## src/rtl/pipelined_cla_adder.sv

```systemverilog
// -----------------------------------------------------------------------------
// pipelined_cla_adder
//
// Two-stage pipelined carry-lookahead adder/subtractor with valid/ready
// handshakes on both sides.
//
//   Stage S1 registers the per-bit generate/propagate terms, the per-nibble
//   group generate/propagate, the effective carry-in and the operand sign bits.
//   Stage S2 resolves the group carries with a second-level lookahead, expands
//   them into in-nibble carries and registers sum/cout/ovf/zero.
//
// Ports
//   clk        : rising-edge clock
//   reset      : synchronous, active-high; clears both valid bits and the
//                result registers
//   in_valid   : operand set (a, b, cin, sub) presented this cycle
//   in_ready   : operand set is accepted this cycle when in_valid is also high
//   a, b       : WIDTH-bit operands
//   cin        : carry-in for addition (ignored when sub=1)
//   sub        : 0 -> a + b + cin, 1 -> a - b (a + ~b + 1)
//   out_valid  : sum/cout/ovf/zero hold a valid result
//   out_ready  : downstream consumes the result this cycle
//   sum        : WIDTH-bit result
//   cout       : carry out of the MSB (for subtraction 1 = no borrow)
//   ovf        : two's-complement signed overflow
//   zero       : result is all zeros
//
// WIDTH must be a multiple of 4 in the range 4..64.
// -----------------------------------------------------------------------------
module pipelined_cla_adder #(
    parameter int WIDTH = 16
) (
    input  logic             clk,
    input  logic             reset,
    input  logic             in_valid,
    output logic             in_ready,
    input  logic [WIDTH-1:0] a,
    input  logic [WIDTH-1:0] b,
    input  logic             cin,
    input  logic             sub,
    output logic             out_valid,
    input  logic             out_ready,
    output logic [WIDTH-1:0] sum,
    output logic             cout,
    output logic             ovf,
    output logic             zero
);

    localparam int NG = WIDTH / 4;

    // -------------------------------------------------------------------------
    // 4-bit lookahead helpers
    // -------------------------------------------------------------------------

    // Group generate of one nibble: G = g3 | p3g2 | p3p2g1 | p3p2p1g0.
    function automatic logic grp_generate(input logic [3:0] g, input logic [3:0] p);
        return g[3]
             | (p[3] & g[2])
             | (p[3] & p[2] & g[1])
             | (p[3] & p[2] & p[1] & g[0]);
    endfunction

    // Group propagate of one nibble: P = p0p1p2p3.
    function automatic logic grp_propagate(input logic [3:0] p);
        return &p;
    endfunction

    // Carries into each bit of a nibble, all expressed directly from c0 so no
    // bit waits on its neighbour's carry.
    function automatic logic [3:0] grp_carries(input logic [3:0] g,
                                               input logic [3:0] p,
                                               input logic       c0);
        logic [3:0] c;
        c[0] = c0;
        c[1] = g[0] | (p[0] & c0);
        c[2] = g[1] | (p[1] & g[0]) | (p[1] & p[0] & c0);
        c[3] = g[2] | (p[2] & g[1]) | (p[2] & p[1] & g[0]) | (p[2] & p[1] & p[0] & c0);
        return c;
    endfunction

    // -------------------------------------------------------------------------
    // Handshake control
    // -------------------------------------------------------------------------
    logic s1_load_s;
    logic s2_load_s;

    // S1 register contents
    logic             v1_r;
    logic [WIDTH-1:0] g1_r;
    logic [WIDTH-1:0] p1_r;
    logic [NG-1:0]    gg1_r;
    logic [NG-1:0]    gp1_r;
    logic             c1_r;
    logic             sa1_r;
    logic             sb1_r;

    // S2 register contents
    logic             v2_r;
    logic [WIDTH-1:0] sum_r;
    logic             cout_r;
    logic             ovf_r;
    logic             zero_r;

    // S2 drains whenever it is empty or its result is being taken; S1 refills
    // whenever its contents can move on (or it is empty).
    assign s2_load_s = !v2_r || out_ready;
    assign in_ready  = !v1_r || !v2_r || out_ready;
    assign s1_load_s = in_ready;

    // -------------------------------------------------------------------------
    // Stage 1 combinational: operand conditioning and nibble G/P
    // -------------------------------------------------------------------------
    logic [WIDTH-1:0] b_eff_s;
    logic [WIDTH-1:0] g_s;
    logic [WIDTH-1:0] p_s;
    logic [NG-1:0]    gg_s;
    logic [NG-1:0]    gp_s;
    logic             cin_eff_s;

    // Invert b for subtraction and derive bit and nibble generate/propagate.
    always_comb begin
        b_eff_s   = sub ? ~b : b;
        g_s       = a & b_eff_s;
        p_s       = a ^ b_eff_s;
        cin_eff_s = sub ? 1'b1 : cin;
        gg_s      = {NG{1'b0}};
        gp_s      = {NG{1'b0}};
        for (int k = 0; k < NG; k++) begin
            gg_s[k] = grp_generate(g_s[4*k +: 4], p_s[4*k +: 4]);
            gp_s[k] = grp_propagate(p_s[4*k +: 4]);
        end
    end

    // Stage 1 register: capture conditioned operands on acceptance.
    always_ff @(posedge clk) begin
        if (reset) begin
            v1_r  <= 1'b0;
            g1_r  <= {WIDTH{1'b0}};
            p1_r  <= {WIDTH{1'b0}};
            gg1_r <= {NG{1'b0}};
            gp1_r <= {NG{1'b0}};
            c1_r  <= 1'b0;
            sa1_r <= 1'b0;
            sb1_r <= 1'b0;
        end else if (s1_load_s) begin
            v1_r <= in_valid;
            // Data only changes on a real acceptance so an idle S1 keeps its
            // last operands instead of toggling on bubbles.
            if (in_valid) begin
                g1_r  <= g_s;
                p1_r  <= p_s;
                gg1_r <= gg_s;
                gp1_r <= gp_s;
                c1_r  <= cin_eff_s;
                sa1_r <= a[WIDTH-1];
                sb1_r <= b_eff_s[WIDTH-1];
            end else begin
                g1_r  <= g1_r;
                p1_r  <= p1_r;
                gg1_r <= gg1_r;
                gp1_r <= gp1_r;
                c1_r  <= c1_r;
                sa1_r <= sa1_r;
                sb1_r <= sb1_r;
            end
        end else begin
            v1_r  <= v1_r;
            g1_r  <= g1_r;
            p1_r  <= p1_r;
            gg1_r <= gg1_r;
            gp1_r <= gp1_r;
            c1_r  <= c1_r;
            sa1_r <= sa1_r;
            sb1_r <= sb1_r;
        end
    end

    // -------------------------------------------------------------------------
    // Stage 2 combinational: second-level lookahead and result formation
    // -------------------------------------------------------------------------
    logic [NG:0]      gc_s;     // gc_s[k] = carry into nibble k, gc_s[NG] = cout
    logic [WIDTH-1:0] carry_s;  // carry into every bit position
    logic [WIDTH-1:0] sum_s;
    logic             cout_s;
    logic             ovf_s;
    logic             zero_s;
    logic             acc_s;
    logic             term_s;

    // Group carries as a flat sum of products over the registered G/P:
    //   C[k] = OR_j<k ( G[j] & P[j+1..k-1] )  |  ( cin & P[0..k-1] )
    // Every term is built directly from registered values; no group carry is
    // derived from a previous group carry.
    always_comb begin
        gc_s   = {(NG+1){1'b0}};
        acc_s  = 1'b0;
        term_s = 1'b0;
        for (int k = 0; k <= NG; k++) begin
            acc_s = c1_r;
            for (int m = 0; m < k; m++) begin
                acc_s = acc_s & gp1_r[m];
            end
            for (int j = 0; j < k; j++) begin
                term_s = gg1_r[j];
                for (int m = j + 1; m < k; m++) begin
                    term_s = term_s & gp1_r[m];
                end
                acc_s = acc_s | term_s;
            end
            gc_s[k] = acc_s;
        end
    end

    // Expand group carries into per-bit carries and form the result flags.
    always_comb begin
        carry_s = {WIDTH{1'b0}};
        for (int k = 0; k < NG; k++) begin
            carry_s[4*k +: 4] = grp_carries(g1_r[4*k +: 4], p1_r[4*k +: 4], gc_s[k]);
        end
        sum_s  = p1_r ^ carry_s;
        cout_s = gc_s[NG];
        // Overflow: both addends share a sign and the result sign differs.
        ovf_s  = (sa1_r == sb1_r) && (sum_s[WIDTH-1] != sa1_r);
        zero_s = (sum_s == {WIDTH{1'b0}});
    end

    // Stage 2 register: result capture; holds while the consumer stalls.
    always_ff @(posedge clk) begin
        if (reset) begin
            v2_r   <= 1'b0;
            sum_r  <= {WIDTH{1'b0}};
            cout_r <= 1'b0;
            ovf_r  <= 1'b0;
            zero_r <= 1'b0;
        end else if (s2_load_s) begin
            v2_r <= v1_r;
            // Keep the last result visible across bubbles.
            if (v1_r) begin
                sum_r  <= sum_s;
                cout_r <= cout_s;
                ovf_r  <= ovf_s;
                zero_r <= zero_s;
            end else begin
                sum_r  <= sum_r;
                cout_r <= cout_r;
                ovf_r  <= ovf_r;
                zero_r <= zero_r;
            end
        end else begin
            v2_r   <= v2_r;
            sum_r  <= sum_r;
            cout_r <= cout_r;
            ovf_r  <= ovf_r;
            zero_r <= zero_r;
        end
    end

    assign out_valid = v2_r;
    assign sum       = sum_r;
    assign cout      = cout_r;
    assign ovf       = ovf_r;
    assign zero      = zero_r;

endmodule

```

## config.mk

```make
export PLATFORM = sky130hd
export DESIGN_NAME = pipelined_cla_adder
export DESIGN_NICKNAME = d
export VERILOG_FILES = /design/src/rtl/pipelined_cla_adder.sv
export SDC_FILE = /design/constraint.sdc
export NUM_CORES = 1
export LEC_CHECK = 0
export CAP_MARGIN = 20
export CORE_MARGIN = 3
export CORE_UTILIZATION = 30
export CTS_BUF_LIST = sky130_fd_sc_hd__clkbuf_4 sky130_fd_sc_hd__clkbuf_8
export CTS_CLUSTER_SIZE = 12
export DETAILED_ROUTE_END_ITERATION = 16
export PLACE_DENSITY = 0.59
export SLEW_MARGIN = 20
export SYNTH_ARGS = -nofsm -noshare
export SYNTH_HDL_FRONTEND = slang
export SYNTH_SLANG_ARGS = --single-unit
```

## constraint.sdc

```tcl
create_clock -name clk -period 2.84 [get_ports clk]
set_input_delay 0.568 -clock clk [delete_from_list [all_inputs] [get_ports clk]]
set_output_delay 0.568 -clock clk [all_outputs]
set_load 0.02 [all_outputs]
```

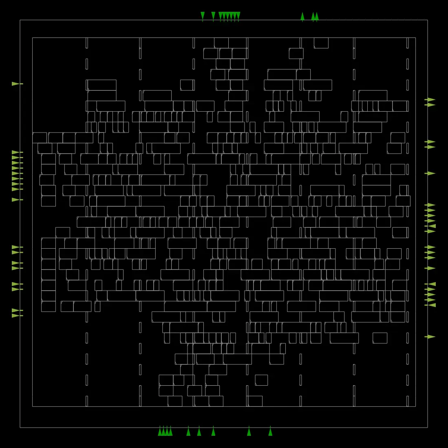
Figure 1: placed standard cells.
Fill cells: 994
Layout Cells excl Fill: 567
sequential fraction of total cell area: 0.309

==> qor.yml <==
global_route:
  groute.layer.met3.usage: 0.0423
  grt_pass1_wl_um: 11800
  grt_antenna_before_repair: 0
  grt_max_degree: 44
  first_global_vias: 2516
  grt.overflow.total: 0
  grtUsageMet2: 0.202
clocking:
  cts_num_sinks: 60
  post_cts_resize_count: 0
  clkLatencyLatePin_ps: 330
  maximum_clock_path_buffer_count: 2
  hold_buffers: 0
  htreeDepth: 3
  worst_setup_hold_path_clk_slew_ps: 70
  cts_tree: "built"
  clk_root_buffer_cell: "sky130_fd_sc_hd__clkbuf_8"
synth:
  synth_chip_area_mm2: 0.00295
  synth.yosys.seq_area_share: 0.407
  synth_cells: 378
  synth_flop_count: 60
  count_of_unique_library_cells_instantiated_by_yosys: 33
  floorplan_net_count: 436
  post_synth_instance_area_mm2: 0.00295
route:
  ant_nets: 0
  dr_total_vias: 2669
  drtIter0Drc: 158
  routed_wire_per_std_cell_um: 12.4
  wl_um: 7030
  drt-vias-per-instance: 4.71
  drcViolationCount: 0
floorplanning:
  top_level_ports: 59
  floorplan.die_area_mm2: 0.0111
  die_height_um: 105
  initCoreUtil: 0.314
run:
  max-cap-violations: 0
  tool_warnings: 26
layout:
  syn2layout_area_growth_pct: 31.7
  drive_gt1_frac: 0.0639
  layout.cells.most_common: "sky130_fd_sc_hd__nand2_1"
  nets: 492
sta:
  final-max-slew-violation-count: 0
  clock_skew_ps: 7.19
  final_hold_viol_count: 0
  layout_min_cycle_time_ps: 2490
  final.hold.worst_slack_ps: 448
  finalSetupViolCount: 0
  tightest_slew_ps: 617
  totalNegativeSetupSlack_ps: 0
  fmaxAchievable_ghz: 0.402
status:
  run_status: "finished, final reports clean"
placement:
  place_hpwl_um: 5250
  place.gp.congestion: 0.813
setup_path:
  worstPathArrival_ps: 1920
  timing_worst_setup_path_type: "input pin to output pin"
  worst_ep_required_time_ps: 2270
  crit_path_start_kind: "input pin"
  cp_common_cell: "sky130_fd_sc_hd__clkdlybuf4s50_1"
  cpPeakStageDelay_ps: 550
pwr:
  power-per-cell-area_mw_per_mm2: 547
  irDropWorstVdd_v: 0.000194
  p_sw_frac: 0.269
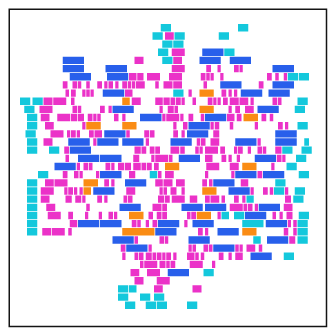
Figure 2: placement by cell class.
Drawn at 3 px/um.
orange -> clock drivers and dummy loads  # cells 15, share of their area 5.6%
blue -> flip-flops  # cells 60, share of their area 32%
magenta -> all other logic  # cells 299, share of their area 45%
cyan -> other buffers and delay cells  # cells 64, share of their area 17%
Core Region: 0.00942 mm2
Layout Cell Area excl Fill: 0.00389 mm2
utilization after layout: 0.413
standard-cell row count: 35

cell families (layout without fill, tap and decap cells):
group           count (synthesis)  in the layout  share of synthesized area
fa+ha+maj                      20             20                     0.0847
compound gates                 82             82                      0.152
simple gates                  167            167                      0.247
buf+inv                        21             81                     0.0271
flops                          60             60                      0.407
xor+xnor                       28             28                     0.0831
routing by layer:
metal  up-vias  wire (um)
met1      1202       3460
met3         9        415
met5         -          0
met2        70       3060
li1       1388          -
met4         0         97
worst max-delay path, delay by kind of cell:
kind	cells	cell delay, ps
simple gates	2	380
buf+inv	2	980
flip-flops by register name, indices dropped and copies added, names as in the netlist, 4 cells and up:
name	count
p1_r	16
sum	16
g1_r	12
gg1_r	4
gp1_r	4
cell type report:
| class | instances | area, um2 | area share |
|---|---|---|---|
| tap | 129 | 161 | 0.0415 |
| inverter | 2 | 7.51 | 0.00193 |
| multi-input combinational | 297 | 1680 | 0.431 |
| timing repair buffer | 64 | 633 | 0.163 |
| sequential | 60 | 1200 | 0.309 |
| clock buffer | 12 | 165 | 0.0425 |
| clock inverter | 3 | 45.0 | 0.0116 |
stage by stage:
step / total power (W) / instance area [um2] / instances / worst slack, ps
global placement: 0.00135 / 3680 / 552 / 420
global route: 0.00224 / 3890 / 567 / 183
detailed placement: 0.00136 / 3680 / 552 / 368
floorplan: 0.00120 / 2950 / 378 / 612
finish: 0.00213 / 3890 / 567 / 350
CTS: 0.00215 / 3890 / 567 / 359
power groups by stage:
stage                     Clock (W)  Combinational (W)  Sequential (W)
after CTS                  0.000811           0.000401        0.000939
after floorplan                   0           0.000232        0.000963
final                      0.000790           0.000398        0.000939
after global routing       0.000846           0.000449        0.000948
after detailed placement          0           0.000398        0.000958
after global placement            0           0.000395        0.000956
path summary, 6_finish.rpt:
kind / start / cells past startpoint / to
setup / recovery: out_ready / 4 / in_ready
hold / removal: sum[7] / 2 / sum[7]
setup reg to reg: gg1_r[0] / 10 / zero
hold reg to reg: sum[7] / 2 / sum[7]
Yosys cell counts, drive strengths merged:
cell / n / share of area
a211oi: 6 / 0.015
a21boi: 1 / 0.0025
a21oi: 63 / 0.11
a311oi: 1 / 0.0030
and2: 2 / 0.0042
and3: 1 / 0.0021
and4: 1 / 0.0030
buf: 1 / 0.0017
clkbuf: 18 / 0.023
dfxtp: 60 / 0.41
ha: 20 / 0.085
inv: 2 / 0.0025
nand2: 97 / 0.12
nand2b: 1 / 0.0021
nand3: 7 / 0.012
nand3b: 2 / 0.0051
nand4: 5 / 0.011
nand4b: 1 / 0.0030
nor2: 32 / 0.042
nor2b: 7 / 0.015
nor3: 5 / 0.0085
nor4: 3 / 0.0085
o21ai: 7 / 0.012
o21bai: 1 / 0.0025
o31ai: 2 / 0.0068
o41ai: 1 / 0.0030
or2: 1 / 0.0021
or4: 2 / 0.0051
xnor2: 8 / 0.024
xor2: 20 / 0.059
No activity file was given, so power comes from the tool's default toggle rates.
